===== config.mk =====
export PLATFORM = sky130hd
export DESIGN_NAME = voltammetry_wave_engine
export DESIGN_NICKNAME = d
export VERILOG_FILES = /design/src/rtl/voltammetry_wave_engine.sv
export SDC_FILE = /design/constraint.sdc
export NUM_CORES = 1
export LEC_CHECK = 0
export ABC_AREA = 1
export CAP_MARGIN = 40
export CELL_PAD_IN_SITES_DETAIL_PLACEMENT = 0
export CELL_PAD_IN_SITES_GLOBAL_PLACEMENT = 2
export CORE_AREA = 2 2 215 217
export DETAILED_ROUTE_END_ITERATION = 10
export DIE_AREA = 0 0 217 219
export DONT_BUFFER_PORTS = 1
export PLACE_DENSITY_LB_ADDON = 0.2
export RECOVER_POWER = 25
export SLEW_MARGIN = 20
export SYNTH_ARGS = -nofsm -noshare
export SYNTH_HDL_FRONTEND = slang
export SYNTH_SLANG_ARGS = --single-unit

===== constraint.sdc =====
create_clock -name clk -period 6.9 [get_ports clk]
set_clock_uncertainty 0.2 [all_clocks]
set_input_delay 1.035 -clock clk [delete_from_list [all_inputs] [get_ports clk]]
set_output_delay 1.035 -clock clk [all_outputs]
set_load 0.005 [all_outputs]

===== src/rtl/voltammetry_wave_engine.sv =====
// voltammetry_wave_engine
// Steps an electrode potential through a programmed waveform (square-wave,
// staircase, cyclic or hold). Near the end of each step it streams a
// {potential, adc_ref} frame to a byte-wide DAC and then pulses the latch.
//
// Ports
//   clk, rst              clock, async active-high reset
//   cfg_we/addr/wdata     register writes (ignored while busy)
//                         0 adc_ref 1 e_init 2 e_step 3 e_amp 4 period
//                         5 step_max 6 vertex 7 mode
//   start, abort          single-cycle run request / cancel (abort wins)
//   dac_data, dac_data_en frame byte stream, MSB byte first
//   dac_set               DAC latch pulse at t = period-2
//   shield                electrode shield drive, 8'hFF while running
//   busy, done            run active / one-cycle completion pulse
//   cfg_err               sticky: last start had a too-short period
//   step_count            current step index
module voltammetry_wave_engine #(
  parameter int DAC_W  = 12,
  parameter int TIME_W = 32,
  parameter int STEP_W = 16,
  parameter int LEAD   = 1000
) (
  input  logic              clk,
  input  logic              rst,
  input  logic              cfg_we,
  input  logic [2:0]        cfg_addr,
  input  logic [31:0]       cfg_wdata,
  input  logic              start,
  input  logic              abort,
  output logic [7:0]        dac_data,
  output logic              dac_data_en,
  output logic              dac_set,
  output logic [7:0]        shield,
  output logic              busy,
  output logic              done,
  output logic              cfg_err,
  output logic [STEP_W-1:0] step_count
);
  localparam int FRAME_BYTES = (2*DAC_W + 7) / 8;
  localparam int FRAME_W     = FRAME_BYTES * 8;
  // Frame must fit before dac_set, with a spare cycle for the latch.
  localparam int MIN_PERIOD  = LEAD + FRAME_BYTES + 2;

  typedef enum logic [1:0] {IDLE, RUN, FINISH} state_t;
  state_t state, state_n;

  logic [DAC_W-1:0]  adc_ref, e_init, e_step, e_amp;
  logic [TIME_W-1:0] period;
  logic [STEP_W-1:0] step_max, vertex;
  logic [1:0]        mode;

  logic [TIME_W-1:0] t;
  logic [DAC_W-1:0]  v;

  logic start_req, period_ok, step_end, last_step;
  assign start_req = start && !abort;
  assign period_ok = {1'b0, period} >= (TIME_W+1)'(MIN_PERIOD);
  assign step_end  = (t == period - TIME_W'(1));
  assign last_step = (step_count == step_max);

  always_ff @(posedge clk or posedge rst) begin
    if (rst) state <= IDLE;
    else     state <= state_n;
  end

  always_comb begin
    state_n = state;
    case (state)
      IDLE:    if (start_req && period_ok) state_n = RUN;
      RUN:     if (abort) state_n = IDLE;
               else if (step_end && last_step) state_n = FINISH;
      FINISH:  state_n = IDLE;
      default: state_n = IDLE;
    endcase
  end

  // Outputs are decoded from registered state so reset and abort clear them
  // without waiting on any datapath register.
  assign busy   = (state == RUN);
  assign done   = (state == FINISH);
  assign shield = {8{busy}};

  logic [TIME_W-1:0]  frame_start, byte_idx;
  logic [FRAME_W-1:0] frame, frame_sh;
  assign frame_start = period - TIME_W'(LEAD);
  assign byte_idx    = t - frame_start;
  assign frame       = FRAME_W'({v, adc_ref}) << (FRAME_W - 2*DAC_W);
  assign frame_sh    = frame << {byte_idx, 3'b000};
  assign dac_data_en = busy && (t >= frame_start) && (byte_idx < TIME_W'(FRAME_BYTES));
  assign dac_data    = dac_data_en ? frame_sh[FRAME_W-1 -: 8] : 8'h00;
  assign dac_set     = busy && (t == period - TIME_W'(2));

  // Two guard bits: bit DAC_W+1 flags underflow, bit DAC_W flags overflow.
  logic [DAC_W+1:0] v_sum;
  logic [DAC_W-1:0] v_sat;
  always_comb begin
    v_sum = {2'b00, v};
    case (mode)
      2'd0: v_sum = step_count[0] ? {2'b00, v} + {2'b00, e_step}
                                  : {2'b00, v} - {2'b00, e_amp};
      2'd1: v_sum = {2'b00, v} + {2'b00, e_step};
      2'd2: v_sum = (step_count <= vertex) ? {2'b00, v} + {2'b00, e_step}
                                           : {2'b00, v} - {2'b00, e_step};
      default: v_sum = {2'b00, v};
    endcase
    if (v_sum[DAC_W+1])  v_sat = '0;
    else if (v_sum[DAC_W]) v_sat = '1;
    else                 v_sat = v_sum[DAC_W-1:0];
  end

  always_ff @(posedge clk or posedge rst) begin
    if (rst) begin
      adc_ref <= '0; e_init <= '0; e_step <= '0; e_amp <= '0;
      period <= '0; step_max <= '0; vertex <= '0; mode <= '0;
      t <= '0; v <= '0; step_count <= '0; cfg_err <= 1'b0;
    end else begin
      if (cfg_we && !busy) begin
        case (cfg_addr)
          3'd0: adc_ref  <= cfg_wdata[DAC_W-1:0];
          3'd1: e_init   <= cfg_wdata[DAC_W-1:0];
          3'd2: e_step   <= cfg_wdata[DAC_W-1:0];
          3'd3: e_amp    <= cfg_wdata[DAC_W-1:0];
          3'd4: period   <= cfg_wdata[TIME_W-1:0];
          3'd5: step_max <= cfg_wdata[STEP_W-1:0];
          3'd6: vertex   <= cfg_wdata[STEP_W-1:0];
          3'd7: mode     <= cfg_wdata[1:0];
        endcase
      end
      case (state)
        IDLE: if (start_req) begin
          if (period_ok) begin
            t <= '0; step_count <= '0; v <= e_init; cfg_err <= 1'b0;
          end else begin
            cfg_err <= 1'b1;
          end
        end
        RUN: if (!abort) begin
          if (step_end) begin
            t <= '0;
            // Final index is held through FINISH and IDLE.
            if (!last_step) step_count <= step_count + STEP_W'(1);
          end else begin
            t <= t + TIME_W'(1);
          end
          // New step's potential lands at t=0, visible from t=1.
          if (t == '0 && step_count != '0) v <= v_sat;
        end
        default: ;
      endcase
    end
  end
endmodule


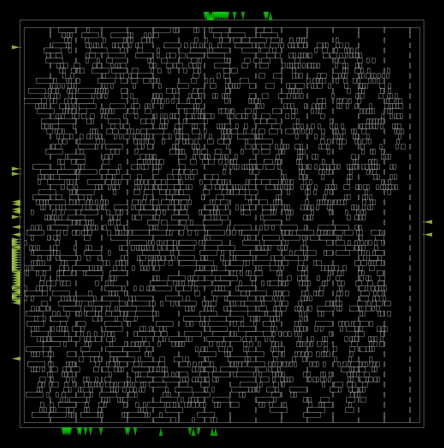
Figure 1: placement view.
final cell count without fillers: 2908
final core utilization: 37.3%
sequential share of cell area: 26.3%

==> deck_impl_summary.md <==
Synthesis and Place & Route Summary

Clock network
  • Clk latency late pin: 0.46 ns
  • Clock root cell: clkbuf_16

Timing
  • Tcrit/Tclk final: 90.5%
  • Rel. slew slack: -198%
  • Pins Over Slew Limit: 95
  • RSZ-0062 raised after global routing: false
  • Final Hold Fails: 0
  • Final setup margin: 0.655 ns
  • # setup viols final: 0
  • Fmax: 0.160 GHz

Routing
  • 1st-iter DRT viols: 1229

Flow run
  • Max-cap violations: 1

Status
  • Status: complete, but fails checks
  • Failing checks: capacitance limit, slew limit

Yosys
  • Top cells by area: dfrtp_1 28%, nand2_1 14%, xor2_1 7.7%
  • Sequential-to-total area share from yosys stat: 28.2%
  • YS chip area: 0.0157 mm²
  • Yosys stat cell total: 2342
  • Post-Syn Nets: 2479

Finish
  • Combinational gate area: 0.00970 mm²
  • Layout cells sized above 1: 4.33%
  • Layout Area Growth over Synthesis: 7.00%
  • FILL cells: 4981
  • Reg area: 0.00443 mm²
  • Most numerous logic cells after layout: 585 x nand2_1, 305 x inv_1, 251 x nor2_1, 177 x dfrtp_1, 168 x o21ai_0

Die
  • Chip area: 0.0475 mm²
  • Core Density at Floorplan: 34.9%

Power
  • Clock power frac: 19.1%
  • Final Power: 5.33 mW
  • Internal Power: 2.69 mW
  • Switching pwr: 2.64 mW
  • P_leak: 8.25 nW

Critical path
  • CP Cell Sequence: inv_2, ha_1, inv_1, nand2_1, nor2_1, nand3_1, nor2_1, nor3_2, xor2_1, ha_1, nand2_1, nor2_1, inv_1, nor3_1, nand2_1, nand2_1, a21oi_1, o21bai_1, nor2_1, nor3b_1, nand3_2, nor2_1
  • WP buf/inv: 3
  • Crit Path Max Fanout: 9
  • Startpoint Class: register
  • Slowest stage delay, CP: 0.51 ns

Placement
  • Dpl ws: 0.695 ns

Worst hold path
  • Worst Hold Class: reg2reg

Global routing
  • Vias in the first global route: 14200
  • Initial antenna violation count: 2
  • Overall Global Routing Usage: 24.6%
  • Remaining global-route overflow: 0
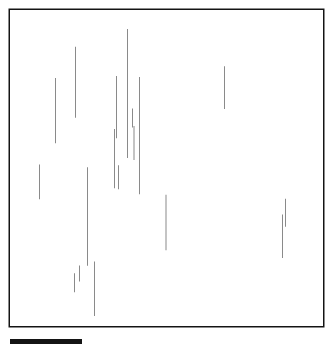
Figure 2: met4 routing.
The bar under the picture is 50 µm long.
- wire length on this layer: 669 µm
- main direction: vertical
- longest straight run: 89.1 µm
- nets with wire on the layer: 13
via count: 15000
drt total wl: 58.1 mm

cell type report:
| type | instances | area share [%] |
|---|---|---|
| Tap cell | 600 | 4.46 |
| Sequential cell | 177 | 26.3 |
| Inverter | 311 | 6.96 |
| Antenna cell | 1 | 0.0149 |
| Clock inverter | 15 | 1.03 |
| Timing Repair Buffer | 17 | 0.997 |
| Multi-Input combinational cell | 1770 | 57.7 |
| Clock buffer | 17 | 2.53 |
cell usage after synthesis (3+ instances only):
master    instances
mux2_2            6
a21o_1            7
nand2_1         585
inv_1           306
nor3b_1           8
o21bai_1          6
nor2_2           13
nand3_1         150
xnor3_1           4
nand4_1          45
fa_1              4
xor2_1          139
a21boi_0         12
nor4_1           16
clkbuf_1         48
nor2_4            7
a21oi_1         122
nor3_1           36
buf_2            16
a31oi_1           6
nor2_1          252
o211ai_1          4
nand2_2           7
o22ai_1           5
nand3b_1          8
o21ai_1           9
buf_6             8
buf_4            10
inv_2             4
dfrtp_1         177
xnor2_1          29
o21a_1            4
or2_2             4
ha_1             93
a211oi_1          3
o21ai_0         168
flip-flops by register name, indices dropped and copies added, names as in the netlist:
signal      flops
step_max       16
mode            2
v              12
adc_ref        12
t              32
e_init         12
e_step         12
vertex         16
step_count     16
cfg_err         1
period         32
state           2
e_amp          12
repair_timing:
| action | 4_1_cts | 5_1_grt |
|---|---|---|
| endpoints found under the setup margin | 0 | 9 |
| resized | 0 | 2 |
| buffers inserted | 0 | 0 |
metal layers:
metal | wire length [µm] | GRT usage, %
met5 | 0 | 0
met4 | 669 | 4.95
met3 | 2970 | 2.83
met2 | 23800 | 35.9
met1 | 30700 | 38.4
power groups by stage:
| stage | sequential (mW) | combinational (mW) | clock, mW |
|---|---|---|---|
| after floorplan | 1.40 | 2.05 | 0 |
| after global placement | 1.59 | 2.70 | 0 |
| after detailed placement | 1.59 | 2.69 | 0 |
| after CTS | 1.57 | 2.72 | 1.04 |
| after global routing | 1.60 | 3.08 | 1.08 |
| final | 1.57 | 2.74 | 1.02 |
kinds of logic (layout without fill, tap and decap cells):
group | Yosys count | in the layout | synth area share, %
buf+inv | 395 | 360 | 10.2
simple gates | 1139 | 1139 | 31.1
fa+ha+maj | 97 | 97 | 7.91
other cells | 0 | 1 | 0
mux | 6 | 6 | 0.430
flops | 177 | 177 | 28.2
xor+xnor | 172 | 172 | 9.93
compound gates | 356 | 356 | 12.2
final timing paths:
path | startpoint | endpoint | slack (ns) | cells after the start
setup reg to reg | step_count[0] | v[5] | 3.03 | 17
min in group asynchronous | rst | vertex[12] | 0.47 | 1
setup / recovery | period[3] | dac_data[2] | 0.66 | 22
hold reg to reg | adc_ref[5] | adc_ref[5] | 0.29 | 2
max in group asynchronous | rst | t[22] | 1.14 | 2
hold / removal | adc_ref[5] | adc_ref[5] | 0.29 | 2
tightest hold or removal path, stage by stage, from the launching register on:
cell and delay [ns]:
dfrtp_1 0.35, nand2_1 0.05, o21ai_0 0.06
Power and IR drop assume default switching activity.
